===== src/rtl/pokey_audio_gen.sv =====
// POKEY-style audio generator: per-channel programmable dividers with optional
// 16-bit pair joining, pure-tone / 17-bit poly-noise output, and a registered mix.
//
// Handshake: the register port is a plain write strobe. When wr_en is high on a
// rising o2 edge, data_in is written to addr. There is no ready and no back-pressure.
// Writes to unmapped addresses have no effect.
module pokey_audio_gen #(
    parameter int NUM_CH = 4,
    parameter int VOL_W  = 4,
    parameter int ADDR_W = 4
) (
    input  logic                             o2,
    input  logic                             rst_L,
    input  logic                             wr_en,
    input  logic [ADDR_W-1:0]                addr,
    input  logic [7:0]                       data_in,
    input  logic                             tick_base,
    output logic [NUM_CH-1:0]                ch_out,
    output logic [VOL_W+$clog2(NUM_CH)-1:0]  audio_out
);
    localparam int AW = VOL_W + $clog2(NUM_CH);
    localparam int NP = NUM_CH / 2;
    localparam logic [ADDR_W-1:0] CTL_ADDR = ADDR_W'(2 * NUM_CH);

    logic [7:0]        audf    [NUM_CH];
    logic [7:0]        audc    [NUM_CH];
    logic [7:0]        cnt     [NUM_CH];
    logic [7:0]        cnt_nxt [NUM_CH];
    logic [7:0]        audctl;
    logic [NUM_CH-1:0] flop;
    logic [NUM_CH-1:0] uf;
    logic [NUM_CH-1:0] join_mask;
    logic [16:0]       poly;
    logic [AW-1:0]     mix;
    logic              en;
    logic              ctl_wr;

    assign en     = audctl[7] | tick_base;
    assign ctl_wr = wr_en && (addr == CTL_ADDR);
    assign ch_out = flop & ~join_mask;

    // The low channel of every joined pair is silenced and kept out of the mix.
    always_comb begin
        join_mask = '0;
        for (int j = 0; j < NP; j++) begin
            join_mask[2*j] = audctl[j];
        end
    end

    // Divider next state. A joined pair counts as one 16-bit value whose underflow belongs to the high channel.
    always_comb begin
        for (int k = 0; k < NUM_CH; k++) begin
            cnt_nxt[k] = cnt[k];
            uf[k]      = 1'b0;
        end
        if (en) begin
            for (int j = 0; j < NP; j++) begin
                if (audctl[j]) begin
                    if ({cnt[2*j+1], cnt[2*j]} == 16'd0) begin
                        cnt_nxt[2*j+1] = audf[2*j+1];
                        cnt_nxt[2*j]   = audf[2*j];
                        uf[2*j+1]      = 1'b1;
                    end else begin
                        {cnt_nxt[2*j+1], cnt_nxt[2*j]} = {cnt[2*j+1], cnt[2*j]} - 16'd1;
                    end
                end else begin
                    for (int h = 0; h < 2; h++) begin
                        if (cnt[2*j+h] == 8'd0) begin
                            cnt_nxt[2*j+h] = audf[2*j+h];
                            uf[2*j+h]      = 1'b1;
                        end else begin
                            cnt_nxt[2*j+h] = cnt[2*j+h] - 8'd1;
                        end
                    end
                end
            end
        end
    end

    // Mix: a channel contributes its volume when it is volume-only or when its output flop is high.
    always_comb begin
        mix = '0;
        for (int k = 0; k < NUM_CH; k++) begin
            if (!join_mask[k] && (audc[k][4] || flop[k])) begin
                mix = mix + AW'(audc[k][VOL_W-1:0]);
            end
        end
    end

    // Register file. The new AUDF value only reaches the counter at its next reload.
    always_ff @(posedge o2 or negedge rst_L) begin
        if (!rst_L) begin
            for (int k = 0; k < NUM_CH; k++) begin
                audf[k] <= '0;
                audc[k] <= '0;
            end
            audctl <= '0;
        end else if (wr_en) begin
            for (int k = 0; k < NUM_CH; k++) begin
                if (addr == ADDR_W'(2*k))     audf[k] <= data_in;
                if (addr == ADDR_W'(2*k + 1)) audc[k] <= data_in;
            end
            if (ctl_wr) audctl <= data_in;
        end
    end

    // Counters and output flops. An AUDCTL write restarts every divider from its current AUDF and clears all outputs.
    always_ff @(posedge o2 or negedge rst_L) begin
        if (!rst_L) begin
            for (int k = 0; k < NUM_CH; k++) begin
                cnt[k] <= '0;
            end
            flop <= '0;
        end else if (ctl_wr) begin
            for (int k = 0; k < NUM_CH; k++) begin
                cnt[k] <= audf[k];
            end
            flop <= '0;
        end else begin
            for (int k = 0; k < NUM_CH; k++) begin
                cnt[k] <= cnt_nxt[k];
                if (uf[k]) flop[k] <= audc[k][5] ? ~flop[k] : poly[0];
            end
        end
    end

    // The poly counter free-runs on every o2 cycle, and the mix is registered one cycle behind.
    always_ff @(posedge o2 or negedge rst_L) begin
        if (!rst_L) begin
            poly      <= 17'h1FFFF;
            audio_out <= '0;
        end else begin
            poly      <= {poly[15:0], poly[16] ^ poly[11]};
            audio_out <= mix;
        end
    end

endmodule


===== config.mk =====
export PLATFORM = sky130hd
export DESIGN_NAME = pokey_audio_gen
export DESIGN_NICKNAME = d
export VERILOG_FILES = /design/src/rtl/pokey_audio_gen.sv
export SDC_FILE = /design/constraint.sdc
export NUM_CORES = 1
export LEC_CHECK = 0
export CORE_AREA = 2 2 97 108
export DETAILED_ROUTE_END_ITERATION = 12
export DIE_AREA = 0 0 99 110
export PLACE_DENSITY = 0.83
export SYNTH_ARGS = -nofsm -noshare
export SYNTH_HDL_FRONTEND = slang
export SYNTH_SLANG_ARGS = --single-unit

===== constraint.sdc =====
create_clock -name o2 -period 10.2 [get_ports o2]
set_input_delay 2.04 -clock o2 [delete_from_list [all_inputs] [get_ports o2]]
set_output_delay 2.04 -clock o2 [all_outputs]
set_load 0.005 [all_outputs]

==> flow_summary.toml <==
# flow metrics
[cells_and_area]
inverters = 23
drive_gt1_share_pct = 20.09
finalNonFillerCells = 762
clk_share_pct = 8.257
logic_area_sq_um = 3038
n_all_buffers = 30
antenna-diode-count = 0
syn_to_final_growth_pct = 14.37
final-nonclk-buf-share_pct = 4.006
dominant_cells = "logic gates"
clkbuf_count = 20

[floorplan]
ios = 26
fp_util_pct = 63.89
n_tap_cell = 120
die_h_um = 110
fp-row-count = 38

[synth]
ys_cells = 610
ys_area_sq_um = 6227
dominantRegCellSynth = "dfrtp_1"
ys_top_cells_by_count = "dfrtp_1 (101), mux2_2 (61), nand2_1 (57), o21ai_0 (51), nor2_1 (37)"
syn-num-nets = 647
synth_top_cell_by_area = "dfrtp_1"
yosys_warnings = 0
top_cells_by_area = "dfrtp_1 (41%), mux2_2 (11%), dfstp_2 (7.2%), o21ai_0 (4.1%), ha_1 (3.6%)"
top_cell_area_share_pct = 40.59
ys_seq_share_pct = 47.76
synth_area_per_cell_sq_um = 10.21
synth.distinct_cells = 69
yosysMostFrequentCell = "dfrtp_1"
edf_count = 0
syn_inst = 610
ys_ff = 118
synthArstFlopShare_pct = 100.0

[worst_hold_path]
hold_depth = 0
hp-class = "register to register"
hold_path_end = "poly[10]$_DFF_PN1_"
worstHoldStart = "poly[9]$_DFF_PN1_"

[global_route]
grt_pass1_vias = 4939
antenna_found_initial = 0
grt_max_degree = 90

[pwr]
comb-power_uw = 556
switchingPower_uw = 632.5
p_per_area_nw_per_um2 = 262.3
comb_power_share_pct = 29.8
ir_drop_mv = 0.1555
p_leak_nw = 3.067
pwr-share-clk_pct = 31.8
p_seq_uw = 718
finalPower_mw = 1.868
intPower_mw = 1.235
power_frac_seq_pct = 38.5

[critical_path]
slowest_stage = "dfrtp_1"
critPathMostFrequentCell = "ha_1"
cp-start-kind = "register"
timing.rr.end = "audio_out[5]$_DFF_PN0_"
cp_top_family = "AND-OR/OR-AND gates"
crit_type = "register to register"
critPathArrivalTime_ps = 5220
worstPathRequired_ps = 10640

[place]
place.gp.congestion = 0.9246
place_inst = 730
dpl_cell_area_sq_um = 6534

[clock_tree]
htree_levels = 4
holdBufCountCts = 0
ctsResizeCount = 0
cts_made_buffers = 17
clk_pin_slew_ps = 60
cts_tree = "yes"
root_buffer = "clkbuf_8"

[timing]
slew-limit-headroom_pct = 26.69
setup_viol = 0
rsz0062_at_grt = "no"
fmax_ghz = 0.2092
final_max_slew_viol_count = 0
finalWorstSetupSlack_ps = 5421
fin_crit_sh_pct = 46.85
worstMarginPinSlew_ps = 1100

[drt]
firstDrtPassIters = 5
drt_iter0_drc = 441
post-route-drc-count = 0
num_vias = 4994

[job]
drv_cap = 0

[outcome]
outcome = "complete, no violations"
cell families (layout without fill, tap and decap cells):
family,Yosys count,count (layout),share of synthesized area (%)
compound gates,146,146,14.57
buf+inv,53,85,3.456
xor+xnor,13,13,1.828
mux,68,68,12.16
flops,118,118,47.76
fa+ha+maj,21,21,4.581
simple gates,191,191,15.65
how the worst max path moves through the flow:
stage / startpoint / to / slack (ps) / cells past startpoint
floorplan: audctl[0]$_DFFE_PN0P_ / audio_out[5]$_DFF_PN0_ / 6030 / 20
global placement: addr[0] / cnt[30]$_DFFE_PN0P_ / 5560 / 7
detailed placement: addr[0] / cnt[30]$_DFFE_PN0P_ / 5460 / 7
CTS: audctl[0]$_DFFE_PN0P_ / audio_out[5]$_DFF_PN0_ / 5420 / 19
global route: audctl[0]$_DFFE_PN0P_ / audio_out[5]$_DFF_PN0_ / 5070 / 19
finish: audctl[0]$_DFFE_PN0P_ / audio_out[5]$_DFF_PN0_ / 5420 / 19
flip-flops by register name, indices dropped and copies added, names as in the netlist:
name       count
audio_out      6
audctl         3
audc          24
flop           4
audf          32
poly          17
cnt           32
cells in the final DEF (no fill, tap or decap), types with 5 or more instances in the layout:
master           count
a211oi_1             5
a21o_1               8
a21oi_1             34
a31oi_1              9
buf_4                6
clkbuf_16           16
clkdlybuf4s50_1     24
dfrtp_1            101
dfstp_2             17
ha_1                18
inv_1               23
mux2_2              61
mux2i_1              7
nand2_1             57
nand3_1             16
nand3b_1             5
nor2_1              37
nor2b_1              6
nor3_1              21
o21ai_0             51
or3_1                9
xnor2_1              5
xor2_1               8
metal layers:
layer	up-vias	global-route usage, %	wire length [um]	part of all wire (%)
met1	2485	39.17	6275	40
met2	212	50.19	7758	50
li1	2252	-	-	-
met3	45	6.683	929	6.0
met5	-	0	0	0
met4	0	13.99	573	3.7
Figure 1. Register map, names as in the netlist.
Scale bar: 20 um.
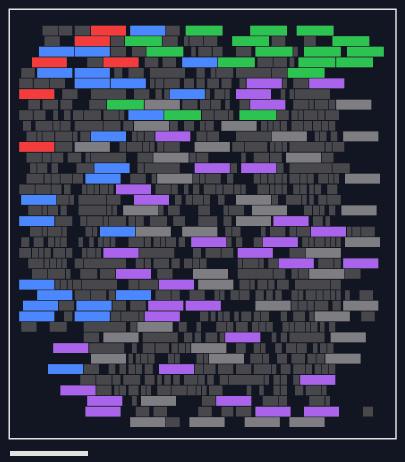
| signal | colour | placed flops |
|---|---|---|
| audf | purple | 32 |
| audio_out | red | 6 |
| audc | blue | 24 |
| poly | green | 17 |
not coloured: 39

Figure 2. Nets reached from selected ports.
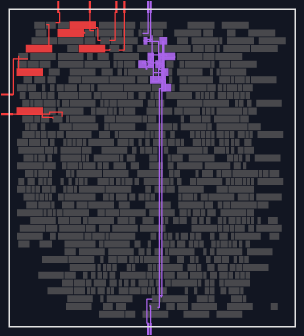
| port | colour | direction | edge | end cells | wire |
|---|---|---|---|---|---|
| addr | purple | input | 2 top, 2 bottom | 12 | 310 um |
| audio_out | red | output | 4 top, 2 left | 6 | 118 um |

Figure 3. Clock wiring as the flow saved it.
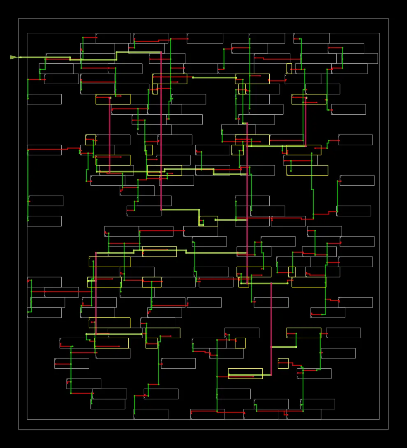
clk sinks: 118
Clock group: 593 uW
Layout Skew: 4.928 ps
clk ins delay skew pair: 540 ps
registers: 118

Figure 4. Cells by drive strength.
Scale bar: 20 um.
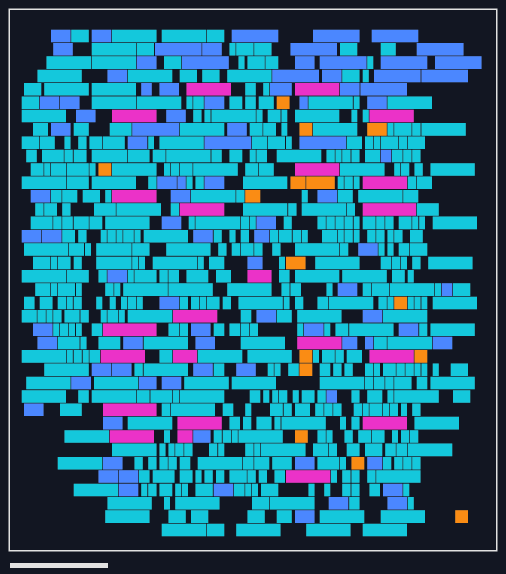
| size | colour | cells | share | most used |
|---|---|---|---|---|
| x3 and x4 | orange | 15 | 2.3% | buf_4 |
| x2 | blue | 92 | 14% | mux2_2 |
| x6 and larger | magenta | 22 | 3.4% | clkbuf_16 |
| x1 and smaller | cyan | 513 | 80% | dfrtp_1 |

Power and IR drop assume default switching activity.
